<file path="config.mk">
export PLATFORM = sky130hd
export DESIGN_NAME = runlight_gen
export DESIGN_NICKNAME = d
export VERILOG_FILES = /design/src/rtl/runlight_pkg.sv /design/src/rtl/runlight_tick.sv /design/src/rtl/runlight_gen.sv
export SDC_FILE = /design/constraint.sdc
export NUM_CORES = 1
export LEC_CHECK = 0
export CAP_MARGIN = 10
export CORE_MARGIN = 3
export CORE_UTILIZATION = 40
export CTS_CLUSTER_DIAMETER = 100
export DETAILED_ROUTE_END_ITERATION = 16
export PLACE_DENSITY = 0.69
export SLEW_MARGIN = 20
export SYNTH_ARGS = -nofsm -noshare
export SYNTH_HDL_FRONTEND = slang
export SYNTH_HIERARCHICAL = 1
export SYNTH_SLANG_ARGS = --single-unit
</file>
<file path="constraint.sdc">
create_clock -name clk -period 7 [get_ports clk]
set_input_delay 1.4 -clock clk [delete_from_list [all_inputs] [get_ports clk]]
set_output_delay 1.4 -clock clk [all_outputs]
set_load 0.01 [all_outputs]
</file>
<file path="src/rtl/runlight_pkg.sv">
// Shared constants and helpers for the running-light pattern generator.
package runlight_pkg;

    localparam logic [2:0] M_FILL = 3'd0;
    localparam logic [2:0] M_CONV = 3'd1;
    localparam logic [2:0] M_HALF = 3'd2;
    localparam logic [2:0] M_PAIR = 3'd3;
    localparam logic [2:0] M_OFF  = 3'd4;

    // Number of steps in one full sequence of a pattern; codes 5..7 run as FILL.
    function automatic int unsigned pat_len(input logic [2:0] mode, input int unsigned n);
        case (mode)
            M_CONV:  return n;
            M_HALF:  return n + 1;
            M_PAIR:  return n / 2 + 1;
            M_OFF:   return 1;
            default: return 2 * n;
        endcase
    endfunction

endpackage

</file>
<file path="src/rtl/runlight_tick.sv">
// Step-rate prescaler: one tick every div+1 enabled cycles, cleared on restart.
module runlight_tick
    import runlight_pkg::*;
#(
    parameter int DIV_W = 16
)
(
    input  logic             clk,
    input  logic             reset,
    input  logic             en,
    input  logic             clr,
    input  logic [DIV_W-1:0] div,
    output logic             tick
);

    logic [DIV_W-1:0] cnt;

    // A shrinking div leaves cnt above it; cnt then wraps and meets div again.
    assign tick = en && (cnt == div);

    // Count enabled cycles, restart from zero on tick or pattern restart.
    always_ff @(posedge clk or posedge reset) begin
        if (reset)
            cnt <= '0;
        else if (clr)
            cnt <= '0;
        else if (tick)
            cnt <= '0;
        else if (en)
            cnt <= cnt + 1'b1;
    end

endmodule

</file>
<file path="src/rtl/runlight_gen.sv">
// Running-light pattern generator: mode capture, step sequencing and LED register.
module runlight_gen
    import runlight_pkg::*;
#(
    parameter int N     = 8,
    parameter int DIV_W = 16
)
(
    input  logic             clk,
    input  logic             reset,
    input  logic [2:0]       S,
    input  logic             en,
    input  logic [DIV_W-1:0] div,
    input  logic             dir,
    input  logic             oneshot,
    output logic [N-1:0]     Y,
    output logic             done,
    output logic             busy
);

    localparam int SW  = $clog2(2 * N);
    localparam int SW1 = SW + 1;

    // Index arithmetic is done one bit wider than step so N-1-s etc. never wrap.
    localparam logic [SW:0]  N_W    = SW1'(N);
    localparam logic [SW:0]  HALF_W = SW1'(N / 2);
    localparam logic [SW:0]  ONE_W  = SW1'(1);
    localparam logic [N-1:0] ONE    = N'(1);
    localparam logic [N-1:0] UPPER  = {{(N/2){1'b1}}, {(N/2){1'b0}}};
    localparam logic [N-1:0] LOWER  = {{(N/2){1'b0}}, {(N/2){1'b1}}};

    logic [2:0]    mode_q;
    logic [SW-1:0] step;
    logic          stopped;
    logic          tick;
    logic          restart;
    logic          last;
    logic [SW-1:0] step_last;

    // One-hot mask for logical bit k, mirrored when d is set.
    function automatic logic [N-1:0] bit_at(input logic [SW:0] k, input logic d);
        logic [SW:0] m;
        m = d ? (N_W - ONE_W - k) : k;
        return ONE << m;
    endfunction

    // LED value after applying step s of mode m to the current value y.
    function automatic logic [N-1:0] next_pattern(input logic [N-1:0] y,
                                                  input logic [SW-1:0] s,
                                                  input logic [2:0] m,
                                                  input logic d);
        logic [N-1:0] r;
        logic [SW:0]  se;
        logic [SW:0]  j;
        r  = y;
        se = {1'b0, s};
        j  = '0;
        case (m)
            M_CONV: begin
                if (se < HALF_W) begin
                    r = r | bit_at(N_W - ONE_W - se, d) | bit_at(se, d);
                end else begin
                    j = se - HALF_W;
                    r = r & ~(bit_at(j, d) | bit_at(N_W - ONE_W - j, d));
                end
            end
            M_HALF: begin
                if (se == '0)
                    r = d ? LOWER : UPPER;
                else if (se <= HALF_W)
                    r = r & ~bit_at(N_W - se, d);
            end
            M_PAIR: begin
                if (se < HALF_W)
                    r = r | bit_at(se << 1, d) | bit_at((se << 1) + ONE_W, d);
                else
                    r = '0;
            end
            M_OFF: r = '0;
            default: begin
                if (se < N_W)
                    r = r | bit_at(N_W - ONE_W - se, d);
                else
                    r = r & ~bit_at(N_W - ONE_W - (se - N_W), d);
            end
        endcase
        return r;
    endfunction

    assign restart   = (S != mode_q);
    assign step_last = SW'(pat_len(mode_q, N) - 1);
    assign last      = (step == step_last);
    assign busy      = !stopped && (mode_q != M_OFF);

    runlight_tick #(.DIV_W(DIV_W)) u_tick (
        .clk   (clk),
        .reset (reset),
        .en    (en),
        .clr   (restart),
        .div   (div),
        .tick  (tick)
    );

    // Pattern sequencer: restart beats tick; OFF parks at zero; ticks advance the step.
    always_ff @(posedge clk or posedge reset) begin
        if (reset) begin
            mode_q  <= M_OFF;
            step    <= '0;
            stopped <= 1'b0;
            Y       <= '0;
            done    <= 1'b0;
        end else begin
            mode_q <= S;
            if (restart) begin
                step    <= '0;
                Y       <= '0;
                stopped <= 1'b0;
                done    <= 1'b0;
            end else if (mode_q == M_OFF) begin
                step <= '0;
                Y    <= '0;
                done <= 1'b0;
            end else if (tick && !stopped) begin
                Y    <= next_pattern(Y, step, mode_q, dir);
                done <= last;
                step <= last ? '0 : step + 1'b1;
                if (last && oneshot)
                    stopped <= 1'b1;
            end else begin
                done <= 1'b0;
            end
        end
    end

endmodule
</file>
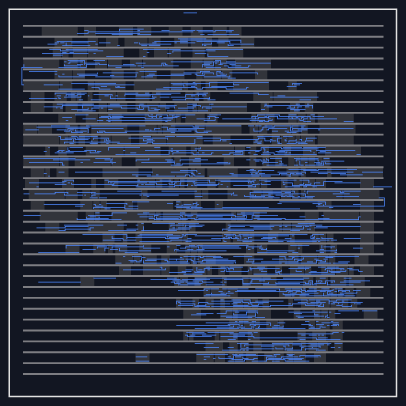
layer_met1.png
(4 px per µm) Supply wires on this layer in gray.
share of all routed wire: 47%
longest straight run: 35.0 µm
main direction: horizontal
nets with wire on the layer: 388

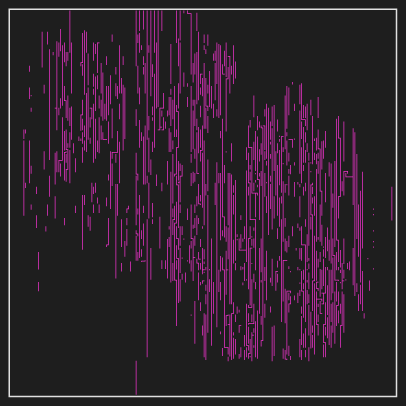
layer_met2.png
(4 px per µm)
main direction: vertical
wire length on this layer: 4,140 µm
share of all routed wire: 44%
nets with wire on the layer: 362
longest straight run: 53.2 µm
post-detailed-routing wire length: 9.32 mm
Vias: 3,150
Global Route met2 Usage: 0.320

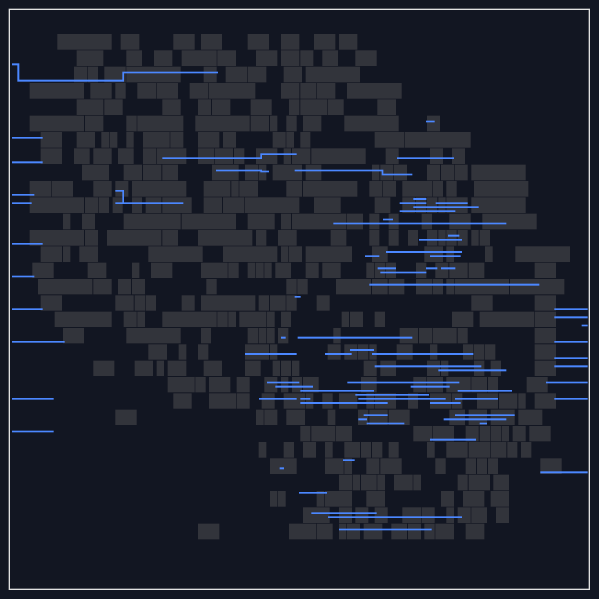
layer_met3.png
(6 px per µm)
longest straight run: 28.5 µm
nets with wire on the layer: 60
wire length on this layer: 632 µm

==> impl.org <==
* Flow results

** Layout
- Bufs w/o clock :: 35
- Layout cells sized above 1 :: 0.109
- The layout report gives the multi-input gate share of total cell area as 0.602.
- Final std cell area, no fill :: 0.00371 mm²
- The number of multi-input combinational cells in the layout is 313.
- The most common logic cells in the final layout are sky130_fd_sc_hd__clkdlybuf4s50_1 (33), sky130_fd_sc_hd__dfrtp_1 (32), sky130_fd_sc_hd__xnor2_1 (29).
- Sequential share of cell area :: 0.223
- Among logic cells in the layout, the one with the most instances is sky130_fd_sc_hd__clkdlybuf4s50_1.

** STA
- Summed over all failing endpoints, the final setup total negative slack is 0 ps.
- Post-layout period usage of the worst path :: 0.630
- The end-of-flow timing check tallies setup violations at 0.
- Final-report max-slew violation count :: 0
- Final hold analysis gives a worst-case slack of 628 ps.
- Setup repair after global routing left no endpoint under its margin.

** Logic synthesis
- Synthesized cell area :: 0.00327 mm²
- The netlist uses 77 different library cells.
- In this run, synthesis inferred 0 flip-flops with an integrated enable.
- The most frequently used library cell after synthesis is sky130_fd_sc_hd__dfrtp_1.
- Count of yosys warnings during synthesis :: 6
- Avg Inst Size Synth :: 8.39 µm²
- Fraction of post-synthesis cell area in the top cell type by area :: 0.245
- Most area-hungry cell type in the Yosys netlist :: sky130_fd_sc_hd__dfrtp_1
- Per the synth stats, the proportion of register bits with asynchronous set or reset is 1.00.
- Leading cell types by count after synthesis :: sky130_fd_sc_hd__dfrtp_1 (32), sky130_fd_sc_hd__xnor2_1 (29), sky130_fd_sc_hd__a21oi_1 (27), sky130_fd_sc_hd__nand2_1 (23), sky130_fd_sc_hd__o21ai_0 (23)
- For reference, the top cells by area after synthesis are sky130_fd_sc_hd__dfrtp_1 (24%), sky130_fd_sc_hd__xnor2_1 (7.8%), sky130_fd_sc_hd__a21oi_1 (4.1%), sky130_fd_sc_hd__o21ai_0 (3.5%), sky130_fd_sc_hd__ha_1 (3.4%).

** Detailed routing
- After detailed routing, the number of remaining DRC violations is 0.
- Antenna Nets Post-Route :: 0

** Global route
- Wire length of the first global-routing pass :: 15.1 mm
- The via count of the first global-routing pass came to 2,893.
- Number of antenna violations at the first check in global routing :: 0
- Largest net degree at the start of global routing :: 27

** Power
- In this run the power density over the cells is approximately 120 mW/mm².

** Floorplan
- Per the OpenROAD floorplan log, the area of the core is 0.00785 mm².
- In this run the vertical extent of the chip is 96.4 µm.

** Placed design
- Summing all placed instances gives a cell area of 0.00360 mm².

** Outcome
- Outcome :: finished clean

** Worst setup path
- STA classifies the critical path endpoint as a register.
- Arrival @ worst endpoint :: 4640 ps

** Clock tree
- Clock tree synthesis inserted a total of 5 buffers.
- The root buffer cell chosen for the clock tree is sky130_fd_sc_hd__clkbuf_8.

** Job
- Tally of OpenROAD warnings :: 31
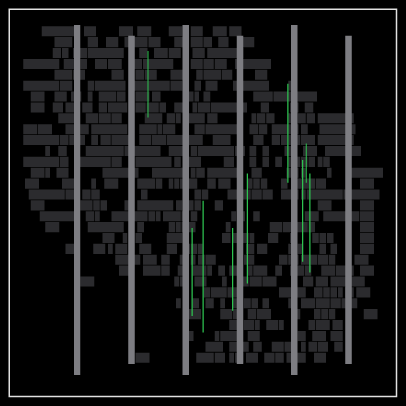
layer_met4.png
(4 px per µm) Supply wires on this layer in gray.
nets with wire on the layer: 8
share of all routed wire: 2.2%

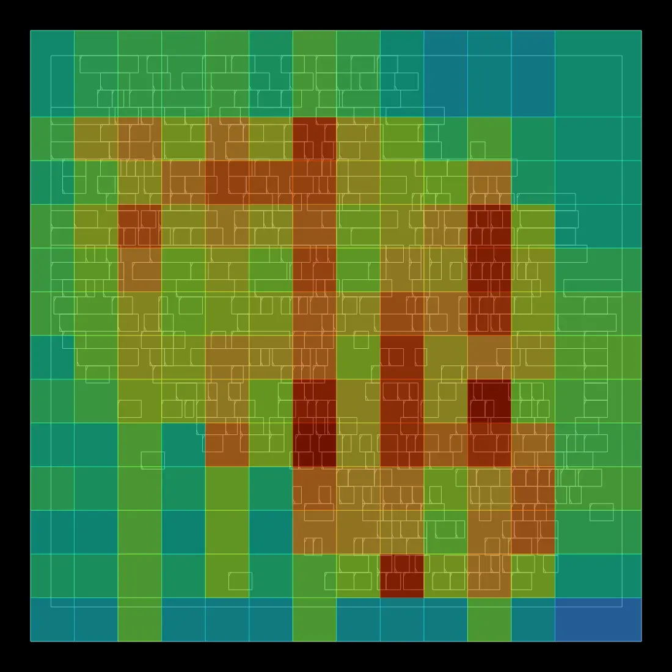
congestion.png
global-route layer with the greatest usage: met2
overall fraction of global-route tracks in use: 0.207
average detailed-routed wire length per instance: 18.4 µm
GRT met3 Usage: 0.0380

==> critical path: stages <==
cell and delay [ps]:
sky130_fd_sc_hd__clkdlybuf4s50_1 420, sky130_fd_sc_hd__xnor2_1 210, sky130_fd_sc_hd__nand4_1 170, sky130_fd_sc_hd__nor4_4 910, sky130_fd_sc_hd__and2_1 250, sky130_fd_sc_hd__and2b_1 220, sky130_fd_sc_hd__o41ai_1 150, sky130_fd_sc_hd__nor3_1 390
sky130_fd_sc_hd__o21ai_0 170, sky130_fd_sc_hd__a221oi_1 230, sky130_fd_sc_hd__a21o_1 110
==> registers in the layout, indices dropped and copies added (netlist names) <==
| register | flops |
|---|---|
| step | 4 |
| Y | 8 |
| stopped | 1 |
| done | 1 |
| u_tick/cnt | 16 |
| mode_q | 3 |
==> power by group <==
| part | switching (mW) | total (mW) | internal (mW) |
|---|---|---|---|
| Sequential | 0.00291 | 0.195 | 0.192 |
| Clock | 0.0777 | 0.184 | 0.107 |
| Combinational | 0.0358 | 0.0658 | 0.0300 |
| Total | 0.116 | 0.445 | 0.329 |
==> path summary, 6_finish.rpt <==
check                                    from       endpoint  cells past startpoint
min in group asynchronous               reset  u_tick/cnt[2]                      2
worst min-delay path            u_tick/cnt[1]  u_tick/cnt[1]                      2
worst max register to register  u_tick/cnt[2]           Y[0]                     10
worst max-delay path                   div[2]           Y[0]                     11
worst min register to register  u_tick/cnt[1]  u_tick/cnt[1]                      2
max in group asynchronous               reset           Y[6]                      2
==> layer usage <==
layer | GRT usage | wire length (µm) | up-vias
met3 | 0.0380 | 631 | 18
met2 | 0.320 | 4140 | 126
met5 | 0 | 0 | -
li1 | - | - | 1485
met4 | 0.0537 | 201 | 0
met1 | 0.297 | 4350 | 1521
Power is estimated from default activity; no workload was simulated.
